### The metal 2 layer

Scale: 2 px per µm.
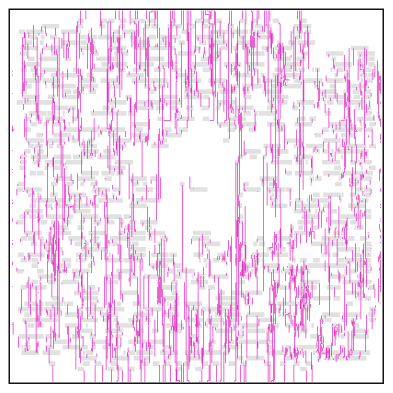
### Nets reached from selected ports

Scale: 2 px per µm.
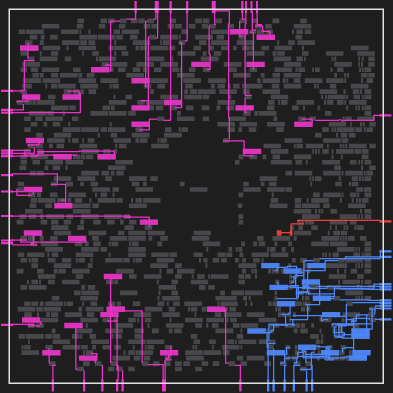
$ cat src/rtl/jhash_stream_feeder.sv
// ---------------------------------------------------------------------------
// jhash_stream_feeder
//
// Transmit side of the jhash core's stream interface. Key words arrive one
// at a time over a valid/ready handshake, are packed into 3-word groups and
// presented to the core on stream_data0/1/2 with stream_valid/stream_ack.
// The final group of a key carries its word count on stream_left. After that
// group is consumed, stream_done is held high until the core raises
// hash_done. The hash is then captured into result and announced with a
// one-cycle result_valid pulse.
//
// Ports:
//   clk, rst          clock; asynchronous active-high reset
//   in_data/in_valid/in_last/in_ready
//                     key word input (transfer = in_valid & in_ready)
//   stream_data0..2   presented group words
//   stream_valid      group presented; held stable until stream_ack
//   stream_ack        core consumed the presented group
//   stream_left       word count of the final group (1..3), 0 otherwise
//   stream_done       final group consumed, hash in progress
//   hash_in/hash_done core hash result and completion level
//   result            captured hash
//   result_valid      one-cycle pulse when result updates
//   busy              a key is in flight
//   group_count       groups acked in the current key (saturating)
// ---------------------------------------------------------------------------
module jhash_stream_feeder #(
    parameter int GRP_CNT_W = 16
) (
    input  logic                 clk,
    input  logic                 rst,
    input  logic [31:0]          in_data,
    input  logic                 in_valid,
    input  logic                 in_last,
    output logic                 in_ready,
    output logic [31:0]          stream_data0,
    output logic [31:0]          stream_data1,
    output logic [31:0]          stream_data2,
    output logic                 stream_valid,
    input  logic                 stream_ack,
    output logic [1:0]           stream_left,
    output logic                 stream_done,
    input  logic [31:0]          hash_in,
    input  logic                 hash_done,
    output logic [31:0]          result,
    output logic                 result_valid,
    output logic                 busy,
    output logic [GRP_CNT_W-1:0] group_count
);

    typedef enum logic [1:0] {
        S_IDLE = 2'd0,
        S_FILL = 2'd1,
        S_WAIT = 2'd2
    } state_t;

    state_t state_reg;

    // Pack buffer: words are written at index pack_cnt_reg. pack_full_reg
    // marks a complete group that could not move to the output register yet.
    logic [31:0] pack_buf_reg [3];
    logic [1:0]  pack_cnt_reg;
    logic        pack_full_reg;
    logic        pack_last_reg;

    // Set once the word carrying in_last has been accepted. Input is held
    // off from then until the hash completes, so words of the next key can
    // never mix into the tail of the current one.
    logic        last_taken_reg;

    // Output register presented to the core.
    logic [31:0] out_data_reg [3];
    logic        out_valid_reg;
    logic [1:0]  out_left_reg;
    logic        out_last_reg;

    logic                 stream_done_reg;
    logic [31:0]          result_reg;
    logic                 result_valid_reg;
    logic [GRP_CNT_W-1:0] group_count_reg;

    // Combinational view of the group as it will look after this cycle's
    // accepted word (if any) is folded in. A group that completes in this
    // cycle can be transferred immediately, giving one-cycle latency from
    // the completing word to stream_valid.
    logic        in_ready_int;
    logic        accept;
    logic        ack_eff;
    logic        out_free;
    logic        grp_complete;
    logic        grp_last;
    logic [1:0]  grp_cnt;
    logic        xfer;
    logic [31:0] grp_word [3];

    assign in_ready_int = !pack_full_reg && (state_reg != S_WAIT) && !last_taken_reg;
    assign accept       = in_valid && in_ready_int;

    // stream_ack only counts while a group is actually presented.
    assign ack_eff      = out_valid_reg && stream_ack;
    assign out_free     = !out_valid_reg || stream_ack;

    assign grp_cnt      = pack_cnt_reg + {1'b0, accept};
    assign grp_last     = pack_last_reg || (accept && in_last);
    assign grp_complete = pack_full_reg || (accept && ((pack_cnt_reg == 2'd2) || in_last));
    assign xfer         = grp_complete && out_free;

    generate
        for (genvar gi = 0; gi < 3; gi++) begin : g_word
            // Bypass the accepted word into the slot it is about to occupy.
            assign grp_word[gi] = (accept && (pack_cnt_reg == 2'(gi))) ? in_data
                                                                        : pack_buf_reg[gi];

            // Slots are cleared on transfer, so unfilled words of a short
            // final group are always zero.
            always_ff @(posedge clk or posedge rst) begin
                if (rst) begin
                    pack_buf_reg[gi] <= 32'd0;
                end else if (xfer) begin
                    pack_buf_reg[gi] <= 32'd0;
                end else if (accept && (pack_cnt_reg == 2'(gi))) begin
                    pack_buf_reg[gi] <= in_data;
                end
            end

            always_ff @(posedge clk or posedge rst) begin
                if (rst) begin
                    out_data_reg[gi] <= 32'd0;
                end else if (xfer) begin
                    out_data_reg[gi] <= grp_word[gi];
                end
            end
        end
    endgenerate

    // Pack buffer control.
    always_ff @(posedge clk or posedge rst) begin
        if (rst) begin
            pack_cnt_reg  <= 2'd0;
            pack_full_reg <= 1'b0;
            pack_last_reg <= 1'b0;
        end else if (xfer) begin
            pack_cnt_reg  <= 2'd0;
            pack_full_reg <= 1'b0;
            pack_last_reg <= 1'b0;
        end else if (accept) begin
            pack_cnt_reg  <= grp_cnt;
            pack_last_reg <= grp_last;
            if (grp_complete) begin
                pack_full_reg <= 1'b1;
            end
        end
    end

    // Output register control. Data and stream_left are only loaded on a
    // transfer, so they stay stable while a group waits for its ack.
    always_ff @(posedge clk or posedge rst) begin
        if (rst) begin
            out_valid_reg <= 1'b0;
            out_left_reg  <= 2'd0;
            out_last_reg  <= 1'b0;
        end else if (xfer) begin
            out_valid_reg <= 1'b1;
            out_left_reg  <= grp_last ? grp_cnt : 2'd0;
            out_last_reg  <= grp_last;
        end else if (ack_eff) begin
            out_valid_reg <= 1'b0;
        end
    end

    // Message FSM, done/result handshake and group counter.
    always_ff @(posedge clk or posedge rst) begin
        if (rst) begin
            state_reg        <= S_IDLE;
            stream_done_reg  <= 1'b0;
            result_reg       <= 32'd0;
            result_valid_reg <= 1'b0;
            group_count_reg  <= '0;
            last_taken_reg   <= 1'b0;
        end else begin
            result_valid_reg <= 1'b0;

            if (accept && in_last) begin
                last_taken_reg <= 1'b1;
            end

            if (ack_eff && (group_count_reg != {GRP_CNT_W{1'b1}})) begin
                group_count_reg <= group_count_reg + 1'b1;
            end

            case (state_reg)
                S_IDLE: begin
                    if (accept) begin
                        state_reg <= S_FILL;
                    end
                end
                S_FILL: begin
                    // stream_done is raised only after the final group has
                    // been consumed, so it is never seen with an earlier ack.
                    if (ack_eff && out_last_reg) begin
                        state_reg       <= S_WAIT;
                        stream_done_reg <= 1'b1;
                    end
                end
                S_WAIT: begin
                    if (hash_done) begin
                        result_reg       <= hash_in;
                        result_valid_reg <= 1'b1;
                        stream_done_reg  <= 1'b0;
                        group_count_reg  <= '0;
                        last_taken_reg   <= 1'b0;
                        state_reg        <= S_IDLE;
                    end
                end
                default: begin
                    state_reg <= S_IDLE;
                end
            endcase
        end
    end

    assign in_ready     = in_ready_int;
    assign stream_data0 = out_data_reg[0];
    assign stream_data1 = out_data_reg[1];
    assign stream_data2 = out_data_reg[2];
    assign stream_valid = out_valid_reg;
    assign stream_left  = out_left_reg;
    assign stream_done  = stream_done_reg;
    assign result       = result_reg;
    assign result_valid = result_valid_reg;
    assign busy         = (state_reg != S_IDLE);
    assign group_count  = group_count_reg;

endmodule
$ cat config.mk
export PLATFORM = sky130hd
export DESIGN_NAME = jhash_stream_feeder
export DESIGN_NICKNAME = d
export VERILOG_FILES = /design/src/rtl/jhash_stream_feeder.sv
export SDC_FILE = /design/constraint.sdc
export NUM_CORES = 1
export LEC_CHECK = 0
export ABC_AREA = 0
export CORE_MARGIN = 3
export CORE_UTILIZATION = 32
export CTS_CLUSTER_DIAMETER = 150
export DETAILED_ROUTE_END_ITERATION = 10
export PLACE_DENSITY_LB_ADDON = 0.08
export SKIP_CTS_REPAIR_TIMING = 1
export SLEW_MARGIN = 10
export SYNTH_ARGS = -nofsm -noshare
export SYNTH_HDL_FRONTEND = slang
export SYNTH_SLANG_ARGS = --single-unit
$ cat constraint.sdc
create_clock -name clk -period 20.6 [get_ports clk]
set_input_delay 4.12 -clock clk [delete_from_list [all_inputs] [get_ports clk]]
set_output_delay 4.12 -clock clk [all_outputs]
set_load 0.05 [all_outputs]
==> run summary <==
yosys + openroad results -> outcome finished, final reports clean, Bufs on Longest Clock Path 3, DP HPWL 15,600 µm, Sw Share 0.390, commonest cells in the netlist dfrtp_1 (253), mux2_2 (107), nand2_1 (105), mux2i_1 (83), nor2b_1 (59), Hold Violations, Final 0, Max-cap violations 0, Top Usage Layer GRT met2, DRC errors left 0, share of post-route cells with drive strength above 1 0.156, WP data required 21,020 ps, combinational share of power 0.418, Seq area share 0.452, number of OpenROAD warnings 28, Cell Type Count 42, Comb gates 503, CP Launch Type input port, met2 Usage GRT 0.215, largest class registers, pin count of the biggest net entering global routing between 100 and 150, P_seq ~0.00077 W, sequential cell count 253, H-tree depth 1, DR iter-0 viols 298, logic area between 3000 and 4000 µm², CP Buf/Inv Count 3, Max FO, Critical Path 67, Avg WL per Cell 16.0 µm, Synth Flop Type dfrtp_1, CTS sink count about 250, WHS Path Cells 2, initial antenna violation count 0, first-pass GRT wire length 40,000 µm, critical path depth 6, Top cells by area dfrtp_1 (61%), mux2_2 (12%), mux2i_1 (8.0%), RSZ-0062 raised after global routing no, leak pwr 6.62 nW, Mapped Nets around 920, ANT cells 0, Reg2Reg Launch Point pack_full_reg, Complex Gates by Area 0.0233, worst min-delay path startpoint result[24], RD Place Congestion a little over 0.7, buffering overhead 0.164, register share after synthesis 0.609, clk_lat worst skew 540 ps, CTS tree done, worst reg-to-reg setup slack between 15,000 and 20,000 ps, Async S/R FF share, synth 1.00, EDFF count, synth 0, Hold WS 470 ps, Final Max Slew Viols 0, Final nets 1,140, Boundary Pins 221, clk root buf clkbuf_16, Adders+Majority by Area 0.00241, Max Freq 0.146 GHz, slew margin rel. 0.273, chip width 186 µm, Clock buf/inv share 0.0686, Pint about 0.0013 W, Peak VDD IR approximately 0.072 mV, CP endpoint kind register, Crit path max-delay family buffers and inverters, YS chip area 10,400 µm², antenna-violating nets left 0, final instance area 14,000 µm², Placed Area 13,000 µm², Tcrit/Tclk final 0.332, Worst Reg-to-Reg Cells 6, Signal buffers 233, area fraction in xor and xnor cells 0.00168, Syn Inst Count 849, Simple Share, Synth 0.122, Setup Skew 9.17 ps, Logic power comb 0.000923 W, Final Util 0.440, inverters 48, clock-pin slew on the worst setup and hold paths about 60 ps, Final WS setup 13,750 ps, hold path endpoint result[24], chip height 186 µm, grt ovf 0, Sw Pwr 0.000861 W, post-route insts no fill roughly 1,500, dpl ws 13,140 ps, Clock group ~0.00052 W
Notes on 'The metal 2 layer' above:
nets with wire on the layer: 971
wire length on this layer: 10,700 µm
longest straight run: 72.8 µm
share of all routed wire: 44%

Notes on 'Nets reached from selected ports' above:
| colour | port | direction | end cells | buffers | wire |
|---|---|---|---|---|---|
| magenta | stream_data0 | output | 32 | 32 | 1,360 µm |
| red | hash_done | input | 2 | 1 | 59.3 µm |
| blue | group_count | output | 16 | 16 | 928 µm |

## worst max-delay path by stage
stage / startpoint / to / slack, ps
global route: in_valid / stream_data1[8] / 13510
finish: in_valid / stream_data1[17] / 13750
floorplan: rst / group_count[0] / 9520
CTS: in_valid / stream_data1[8] / 13720
global placement: in_valid / stream_data1[18] / 13180
detailed placement: in_valid / stream_data1[18] / 13140
## worst min-delay path, delay by kind of cell, from the launching register on
family	cells	cell delay [ps]
flip-flops	1	340
AND/OR/NAND/NOR	2	100
## routing by layer
metal | wire length (µm) | part of all wire
met5 | 0 | 0
met4 | 409 | 0.017
met3 | 1680 | 0.069
met2 | 10700 | 0.44
met1 | 11700 | 0.48
Power and IR drop assume default switching activity.
